**Run 1: cells by drive strength**

Scale: 3 px per µm.
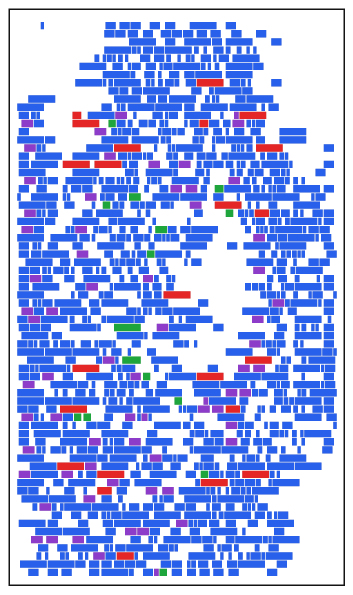
**Run 1: pin map**

Scale: 3 px per µm. Pins as bars across the die edge, other pins in grey.
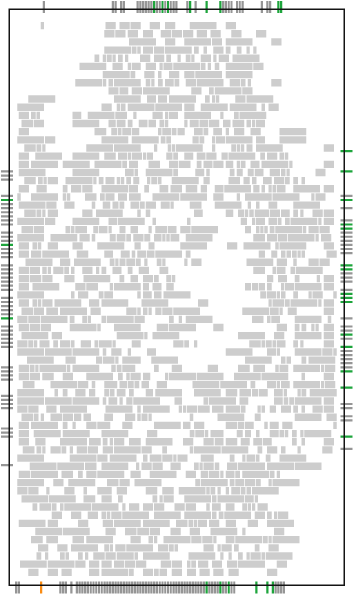
**Run 1: metal layers overlaid**

Scale: 3 px per µm. Only two layers are drawn.
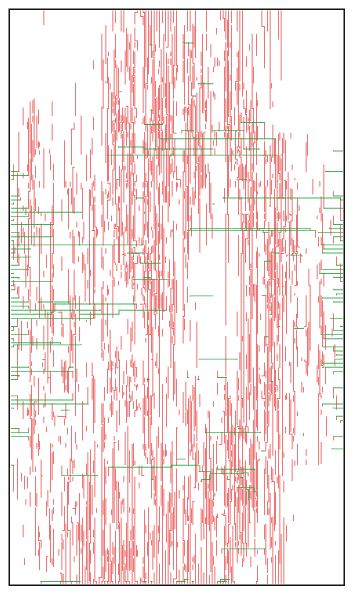
### src/rtl/riscv_pkg.sv
`default_nettype none
// +----------------------------------------------------------------------------+
// | riscv_pkg: shared widths and fetch state encoding   | Rev 1.0              |
// +----------------------------------------------------------------------------+
package riscv_pkg;

    localparam int unsigned ILEN   = 32;
    localparam int unsigned DROP_W = 2;

    typedef enum logic [1:0] {
        BOOT = 2'd0,
        REQ  = 2'd1,
        WAIT = 2'd2,
        HOLD = 2'd3
    } fetch_state_e;

endpackage
`default_nettype wire

### src/rtl/fetch_skid_buffer.sv
`default_nettype none
// +----------------------------------------------------------------------------+
// | fetch_skid_buffer: one-entry holding slot for a stalled fetch response | 1.0 |
// +----------------------------------------------------------------------------+
module fetch_skid_buffer
    import riscv_pkg::*;
(
    input  logic            clk,
    input  logic            rst,
    input  logic            load_i,
    input  logic            unload_i,
    input  logic            clear_i,
    input  logic [ILEN-1:0] data_i,
    input  logic [ILEN-1:0] pc_i,
    output logic [ILEN-1:0] data_o,
    output logic [ILEN-1:0] pc_o,
    output logic            valid_o
);

    logic [ILEN-1:0] data_q;
    logic [ILEN-1:0] pc_q;
    logic            valid_q;

    always_ff @(posedge clk or posedge rst) begin
        if (rst) begin
            data_q  <= '0;
            pc_q    <= '0;
            valid_q <= 1'b0;
        end else if (clear_i) begin
            valid_q <= 1'b0;
        end else if (load_i) begin
            data_q  <= data_i;
            pc_q    <= pc_i;
            valid_q <= 1'b1;
        end else if (unload_i) begin
            valid_q <= 1'b0;
        end
    end

    assign data_o  = data_q;
    assign pc_o    = pc_q;
    assign valid_o = valid_q;

endmodule
`default_nettype wire

### src/rtl/fetch_controller.sv
`default_nettype none
// +----------------------------------------------------------------------------+
// | fetch_controller: instruction fetch with redirect, stale drop and skid | 1.0 |
// +----------------------------------------------------------------------------+
module fetch_controller
    import riscv_pkg::*;
#(
    parameter logic [ILEN-1:0] RESET_PC = 32'h0000_0000
) (
    input  logic            clk,
    input  logic            rst,
    input  logic            PCSrcE,
    input  logic [ILEN-1:0] PCTargetE,
    input  logic            StallD,
    output logic            imem_req,
    output logic [ILEN-1:0] imem_addr,
    input  logic            imem_ready,
    input  logic            imem_rvalid,
    input  logic [ILEN-1:0] imem_rdata,
    output logic [ILEN-1:0] InstrD,
    output logic [ILEN-1:0] PCD,
    output logic [ILEN-1:0] PCPlus4D,
    output logic            ValidD
);

    fetch_state_e      state_q, state_d;
    logic [ILEN-1:0]   pc_q, pc_d;
    logic [DROP_W-1:0] drop_q, drop_d;
    logic [ILEN-1:0]   instr_q, instr_d;
    logic [ILEN-1:0]   pcd_q, pcd_d;
    logic [ILEN-1:0]   pcp4_q, pcp4_d;
    logic              valid_q, valid_d;

    logic              skid_load, skid_unload, skid_clear, skid_valid;
    logic [ILEN-1:0]   skid_data, skid_pc;
    logic              accept, stale, live_rsp, cur_out;

    // drop_q counts responses already owed by memory for abandoned requests;
    // issue is held off at saturation so the count can never wrap.
    assign imem_req  = (state_q == REQ) && (drop_q != '1);
    assign imem_addr = pc_q;
    assign accept    = imem_req && imem_ready;
    assign stale     = imem_rvalid && (drop_q != '0) && ((state_q == REQ) || (state_q == WAIT));
    assign live_rsp  = imem_rvalid && (drop_q == '0) && (state_q == WAIT);
    assign cur_out   = ((state_q == REQ) && accept) || ((state_q == WAIT) && !live_rsp);
    assign drop_d    = drop_q - DROP_W'(stale) + DROP_W'(PCSrcE && cur_out);

    always_comb begin
        state_d     = state_q;
        pc_d        = pc_q;
        instr_d     = instr_q;
        pcd_d       = pcd_q;
        pcp4_d      = pcp4_q;
        valid_d     = valid_q && StallD;
        skid_load   = 1'b0;
        skid_unload = 1'b0;
        skid_clear  = 1'b0;
        case (state_q)
            BOOT: state_d = REQ;
            REQ: begin
                if (accept) state_d = WAIT;
            end
            WAIT: begin
                if (live_rsp) begin
                    if (StallD && valid_q) begin
                        skid_load = 1'b1;
                        state_d   = HOLD;
                    end else begin
                        instr_d = imem_rdata;
                        pcd_d   = pc_q;
                        pcp4_d  = pc_q + ILEN'(4);
                        valid_d = 1'b1;
                        pc_d    = pc_q + ILEN'(4);
                        state_d = REQ;
                    end
                end
            end
            HOLD: begin
                if (!StallD) begin
                    instr_d     = skid_data;
                    pcd_d       = skid_pc;
                    pcp4_d      = skid_pc + ILEN'(4);
                    valid_d     = skid_valid;
                    skid_unload = 1'b1;
                    pc_d        = pc_q + ILEN'(4);
                    state_d     = REQ;
                end
            end
            default: state_d = BOOT;
        endcase
        // A redirect overrides everything, including a stalled Decode.
        if (PCSrcE) begin
            pc_d        = PCTargetE & ~ILEN'(3);
            valid_d     = 1'b0;
            skid_clear  = 1'b1;
            skid_load   = 1'b0;
            skid_unload = 1'b0;
            state_d     = REQ;
        end
    end

    always_ff @(posedge clk or posedge rst) begin
        if (rst) begin
            state_q <= BOOT;
            pc_q    <= RESET_PC;
            drop_q  <= '0;
            instr_q <= '0;
            pcd_q   <= '0;
            pcp4_q  <= '0;
            valid_q <= 1'b0;
        end else begin
            state_q <= state_d;
            pc_q    <= pc_d;
            drop_q  <= drop_d;
            instr_q <= instr_d;
            pcd_q   <= pcd_d;
            pcp4_q  <= pcp4_d;
            valid_q <= valid_d;
        end
    end

    fetch_skid_buffer u_skid (
        .clk      (clk),
        .rst      (rst),
        .load_i   (skid_load),
        .unload_i (skid_unload),
        .clear_i  (skid_clear),
        .data_i   (imem_rdata),
        .pc_i     (pc_q),
        .data_o   (skid_data),
        .pc_o     (skid_pc),
        .valid_o  (skid_valid)
    );

    assign InstrD   = instr_q;
    assign PCD      = pcd_q;
    assign PCPlus4D = pcp4_q;
    assign ValidD   = valid_q;

endmodule
`default_nettype wire

### config.mk
export PLATFORM = sky130hd
export DESIGN_NAME = fetch_controller
export DESIGN_NICKNAME = d
export VERILOG_FILES = /design/src/rtl/riscv_pkg.sv /design/src/rtl/fetch_skid_buffer.sv /design/src/rtl/fetch_controller.sv
export SDC_FILE = /design/constraint.sdc
export NUM_CORES = 1
export LEC_CHECK = 0
export ABC_AREA = 0
export CAP_MARGIN = 20
export CORE_ASPECT_RATIO = 1.75
export CORE_MARGIN = 2
export CORE_UTILIZATION = 47
export CTS_CLUSTER_DIAMETER = 40
export DETAILED_ROUTE_END_ITERATION = 10
export HOLD_SLACK_MARGIN = 0.1
export MAX_ROUTING_LAYER = met4
export PLACE_DENSITY = 0.78
export SLEW_MARGIN = 20
export SYNTH_ARGS = -nofsm -noshare
export SYNTH_HDL_FRONTEND = slang
export SYNTH_SLANG_ARGS = --single-unit
### constraint.sdc
create_clock -name clk -period 6.56 [get_ports clk]
set_input_delay 1.312 -clock clk [delete_from_list [all_inputs] [get_ports clk]]
set_output_delay 1.312 -clock clk [all_outputs]
set_load 0.01 [all_outputs]
==> flow_summary.json, run 1 <==
{
  "r2r_slack_ns": 3.07,
  "switchingPower_mw": 1.424,
  "total_power_mw": 4.195,
  "synth_area_mm2": 0.009444,
  "min_from": "InstrD[11]",
  "netlist_logic_family_top": "multiplexers",
  "warning_count": 34,
  "pwr-share-seq": 0.396,
  "ys_sh_mux": 0.1480,
  "reg2reg_from": "state_q[1]",
  "met1_length_um": 9196,
  "timing.critical_path.depth": 7,
  "ys_sh_adder": 0.009274,
  "layout.nets": 1162,
  "cts_buffers": 17,
  "reg2regPathDepth": 7,
  "powerSeq_mw": 1.66,
  "insertion_delay_ns": 0.43,
  "max_cap_viol_count": 0,
  "hold_depth": 2,
  "xor_share": 0.07883,
  "async_reset_ff_frac": 1.000,
  "crit_type": "in2reg",
  "drtPass1Iterations": 5,
  "synth_cell_types": 42,
  "dp.cells": 1311,
  "p_int_mw": 2.771,
  "row_count": 68,
  "min_to": "InstrD[11]",
  "crit_end": "imem_addr[5]",
  "top_layer_used": "met4",
  "synth_top_area_share": 0.5034,
  "postCtsHoldBufs": 0,
  "wl_met2_um": 12430,
  "avgSynthCellArea_um2": 10.12,
  "powerClk_uw": 959,
  "rsz0062_at_grt": "false",
  "grt_max_degree": 149,
  "first_global_vias": 7294,
  "core_mm2": 0.01974,
  "top_area_cell": "dfrtp_1",
  "grt_pass1_wl_um": 38230,
  "clock_skew_ns": 0.007997,
  "fmax_mhz": 271.7,
  "common_cells": "dfrtp_1 (190), nand2_1 (151), o21ai_0 (115)",
  "tns_ns": 0,
  "synthCells": 933,
  "r2r-end": "imem_addr[5]",
  "place_area_mm2": 0.01147,
  "cts_tree": "yes",
  "drc": 0,
  "topCellsByArea": "dfrtp_1 (50%), mux2i_1 (7.5%), mux2_2 (7.3%)",
  "vias_per_cell": 5.365,
  "worst_path_max_delay_cell": "a211o_4",
  "crit_family": "buffers and inverters",
  "cts_buffer_depth": 2,
  "min_period_ns": 3.680,
  "antenna_cells": 0,
  "ant_nets": 0,
  "crit_required_ns": 6.84,
  "dieArea_mm2": 0.02129,
  "slew_headroom": 0.3339,
  "overflow": 0,
  "sw_frac_of_total": 0.3395,
  "drtIter0Drc": 428,
  "nFillCells": 1680,
  "tightestPinTransition_ns": 0.9991,
  "ys_seq_frac": 0.5034,
  "endpoint_kind": "flip-flop",
  "cts.clk_slew.worst_paths_ns": 0.07,
  "status": "finished clean",
  "htreeDepth": 4,
  "finalSetupViolations": 0,
  "power_leader": "registers",
  "drv_slew": 0,
  "routabilityCongestion": 0.8291,
  "synth-compound-area-share": 0.08585,
  "edf_count": 0,
  "yosysWarnings": 0,
  "ys_sh_simple": 0.1380,
  "whs_ns": 0.4770,
  "cts_setup_buffers": 0,
  "crit_path_start_kind": "primary input",
  "cp_num_buf_inv": 2,
  "comb_cell_power_mw": 1.57,
  "clock-sinks": 190,
  "power_frac_comb": 0.375,
  "pin_count": 200,
  "fin_cells": 1342,
  "ir_worst_vdd_mv": 0.2766,
  "yosysMostFrequentCell": "dfrtp_1",
  "worst_ep_arrival_time_ns": 3.96,
  "fin_util": 0.6086,
  "place_hpwl_um": 16320,
  "place_ws_ns": 2.413,
  "min_period_over_period": 0.5610,
  "ctsResizeCount": 0,
  "ys_ff": 190,
  "antenna_found_initial": 0,
  "drive_gt1_frac": 0.09663,
  "hold_path_class": "reg2reg",
  "clkPwrFrac": 0.229,
  "root_buffer": "clkbuf_16",
  "final-hold-violation-count": 0,
  "crit_fanout": 111,
  "cp_cell_sequence": "clkdlybuf4s50_1, o21a_1, a211o_4, buf_4, nor2_1, xnor2_1, o21ai_0",
  "lay_top_cells": "dfrtp_1 (190), clkdlybuf4s50_1 (190), nand2_1 (151), o21ai_0 (115), mux2i_1 (71)"
}
About 'cells by drive strength':
colour	size	cells
red	x6 and larger	23
blue	x1 and smaller	991
green	x3 and x4	15
purple	x2	68
final instance area: 0.01201 mm²
post-route worst setup slack: 2.880 ns
Area growth syn-to-layout: 27.20%
Non-clock buffers: 198

About 'pin map':
colour	port	pins	direction	edge
green	PCPlus4D	32	output	15 right, 8 top, 6 bottom, 3 left
orange	clk	1	input	bottom
all pins by edge	72 bottom, 49 left, 42 right, 37 top
input/output buffers: 191
die width: 111.2 µm

About 'metal layers overlaid':
colour	layer	wire length
green	M3	1150 µm
red	M2	12400 µm
Total Routed Length: 23650 µm
drt wl/cell: 17.62 µm
DR vias: 7200
GRT Util Overall: 0.2339

-- run 1: per-layer routing --
layer | GRT usage | up-vias
met3 | 0.04153 | 53
met1 | 0.2676 | 3475
met4 | 0.1064 | 0
met5 | - | -
li1 | - | 3484
met2 | 0.4021 | 188
-- run 1: layout make-up --
class | instances | area [µm²] | area share
well taps | 245 | 306.5 | 0.02552
clock inverters | 8 | 58.81 | 0.004895
repair buffers | 198 | 1959 | 0.1631
inverters | 12 | 57.56 | 0.004791
multi-input cells | 666 | 4398 | 0.3661
flip-flops and latches | 190 | 4755 | 0.3958
clock buffers | 23 | 478.0 | 0.03979
-- run 1: worst register-to-register path: stages, from the launching register on --
cell,delay (ns)
dfrtp_1,0.44
ha_4,0.73
o21a_1,0.30
a211o_4,0.77
buf_4,0.70
nor2_1,0.16
xnor2_1,0.16
o21ai_0,0.08
--- run 2 (diff from run 1) ---
CORE_UTILIZATION = 52   (was 47)
PLACE_DENSITY = 0.81   (was 0.78)
clock period = 3.6 ns   (was 6.56 ns; I/O delays follow)
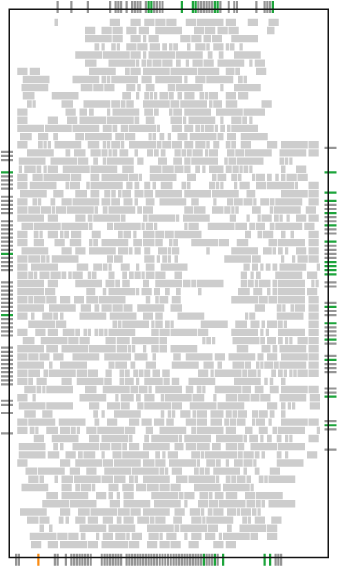
**Above:** run 2 (pin map).
Scale: 3 px per µm. Pins as bars across the die edge, other pins in grey.
colour	port	pins	direction	edge
green	PCPlus4D	32	output	16 right, 8 top, 5 bottom, 3 left
orange	clk	1	input	bottom
all pins by edge	62 bottom, 54 left, 45 right, 39 top
die width: 105.9 µm
Die H: 182.3 µm

==> run 2 against run 1 <==
  * Count of clock-buffer cells in the layout is 4 lower
  * Wire length is 0.48% lower
  * Sequential cell count stayed put
  * Critical path type is now reg2reg
  * Highest routed layer unchanged
==> flow_summary.json, run 2 <==
{
  "place_hpwl_um": 16450,
  "first_global_vias": 7441,
  "crit_path_start_kind": "flip-flop",
  "dp.cells": 1310,
  "yosysMostFrequentCell": "dfrtp_1",
  "clkPwrFrac": 0.245,
  "min_period_over_period": 0.7909,
  "wl_per_cell_um": 17.54,
  "buffer_area_frac": 0.1695,
  "antenna_found_initial": 0,
  "use_met3": 0.05000,
  "sh_seq_area": 0.3914,
  "use_met1": 0.2892,
  "grt.busiest_layer": "met2",
  "top_layer_used": "met4",
  "tap_cells": 234,
  "groute.usage.overall": 0.2606,
  "cts.clk_slew.worst_paths_ns": 0.07,
  "comb_cells": 666,
  "reg2reg_from": "imem_addr[2]",
  "crit_fanout": 9,
  "synth_top_area_share": 0.5034,
  "tightestPinTransition_ns": 0.9233,
  "overflow": 0,
  "max_cap_viol_count": 0,
  "topCellsByArea": "dfrtp_1 (50%), mux2i_1 (7.5%), mux2_2 (7.3%)",
  "wl_met2_um": 12560,
  "worst_path_max_delay_cell": "nor4_1",
  "r2r_slack_ns": 0.75,
  "avgSynthCellArea_um2": 10.12,
  "ctsResizeCount": 0,
  "p_int_mw": 5.194,
  "top_area_cell": "dfrtp_1",
  "synth_area_mm2": 0.009444,
  "drtPass1Iterations": 5,
  "pin_count": 200,
  "drc": 0,
  "min_from": "PCPlus4D[4]",
  "postCtsHoldBufs": 0,
  "common_cells": "dfrtp_1 (190), nand2_1 (151), o21ai_0 (115)",
  "finalSetupViolations": 0,
  "cp_cell_sequence": "ha_1, and3_1, nand4_1, nor4_1, xor2_1, a211oi_1, o21ai_0",
  "lay_top_cells": "dfrtp_1 (190), clkdlybuf4s50_1 (190), nand2_1 (151), o21ai_0 (115), mux2i_1 (71)",
  "cp_num_buf_inv": 0,
  "hold_depth": 2,
  "met1_length_um": 9223,
  "r2r-end": "PCPlus4D[30]",
  "min_to": "PCPlus4D[4]",
  "buffers_excl_clock": 208,
  "port_buffers": 191,
  "drtIter0Drc": 411,
  "row_count": 65,
  "cts_buffer_depth": 2,
  "final-clk-cell-share": 0.04892,
  "design_area_mm2": 0.01215,
  "timing.critical_path.depth": 7,
  "dominant_cells": "registers",
  "core_mm2": 0.01789,
  "hold_path_class": "reg2reg",
  "vias_per_cell": 5.465,
  "slew_headroom": 0.3788,
  "crit_type": "reg2reg",
  "switchingPower_mw": 2.639,
  "wirelength_um": 23530,
  "tns_ns": 0,
  "crit_required_ns": 3.89,
  "place_area_mm2": 0.01155,
  "dieArea_mm2": 0.01930,
  "routabilityCongestion": 0.8756,
  "fmax_mhz": 351.2,
  "area_growth_pct": 28.63,
  "worst_ep_arrival_time_ns": 3.14,
  "final-hold-violation-count": 0,
  "num-clock-buffers": 19,
  "whs_ns": 0.4785,
  "min_period_ns": 2.847,
  "edf_count": 0,
  "status": "finished clean",
  "drive_gt1_frac": 0.1074,
  "nFillCells": 1406,
  "htreeDepth": 4,
  "reg2regPathDepth": 7,
  "grt_pass1_wl_um": 38180,
  "drv_slew": 0,
  "yosysWarnings": 0,
  "fin_cells": 1342,
  "inverters": 12,
  "powerSeq_mw": 3.03,
  "antenna_cells": 0,
  "rsz0062_at_grt": "false",
  "ys_seq_frac": 0.5034,
  "design.seq.count": 190,
  "fin_util": 0.6790,
  "crit_family": "simple AND/OR/NAND/NOR gates",
  "synth_cell_types": 42,
  "power_frac_comb": 0.368,
  "grt_max_degree": 85,
  "ant_nets": 0,
  "cts_setup_buffers": 0,
  "clock_skew_ns": 0.01110,
  "root_buffer": "clkbuf_16",
  "crit_end": "PCPlus4D[30]",
  "synthCells": 933,
  "cts_buffers": 17,
  "powerClk_mw": 1.92,
  "logic_area_mm2": 0.004398,
  "sh_comb_area": 0.3620,
  "regArea_mm2": 0.004755,
  "sw_frac_of_total": 0.3369,
  "insertion_delay_ns": 0.44,
  "endpoint_kind": "flip-flop",
  "ys_ff": 190,
  "clock-sinks": 190,
  "grt_use_met2": 0.4555,
  "ir_worst_vdd_mv": 0.4402,
  "warning_count": 30,
  "comb_cell_power_mw": 2.88
}
-- run 2: netlist changes by cell type in the layout (fill, tap and decap cells not counted), sizes merged --
cell / change
clkinv: -2
buf: +10
inv: +4
clkinvlp: +1
clkbuf: -4
bufinv: +2
-- run 2: through the flow --
stage	power [mW]	setup slack, ns
finish	7.833	0.7526
global route	8.317	0.5834
CTS	7.911	0.7501
detailed placement	5.980	0.6580
global placement	5.906	0.6644
floorplan	4.486	0.4315
-- run 2: cell families after synthesis --
kind of cell               after synthesis  synth area share
DFF                                    190            0.5034
adders and majority gates                7          0.009274
and+or+nand+nor                        285            0.1381
muxes                                  132            0.1480
buffers and inverters                   82           0.03617
xor gates and xnor gates                85           0.07883
other                                    1         0.0003971
AOI/OAI and AO/OA                      151           0.08585
Power and IR drop assume default switching activity.
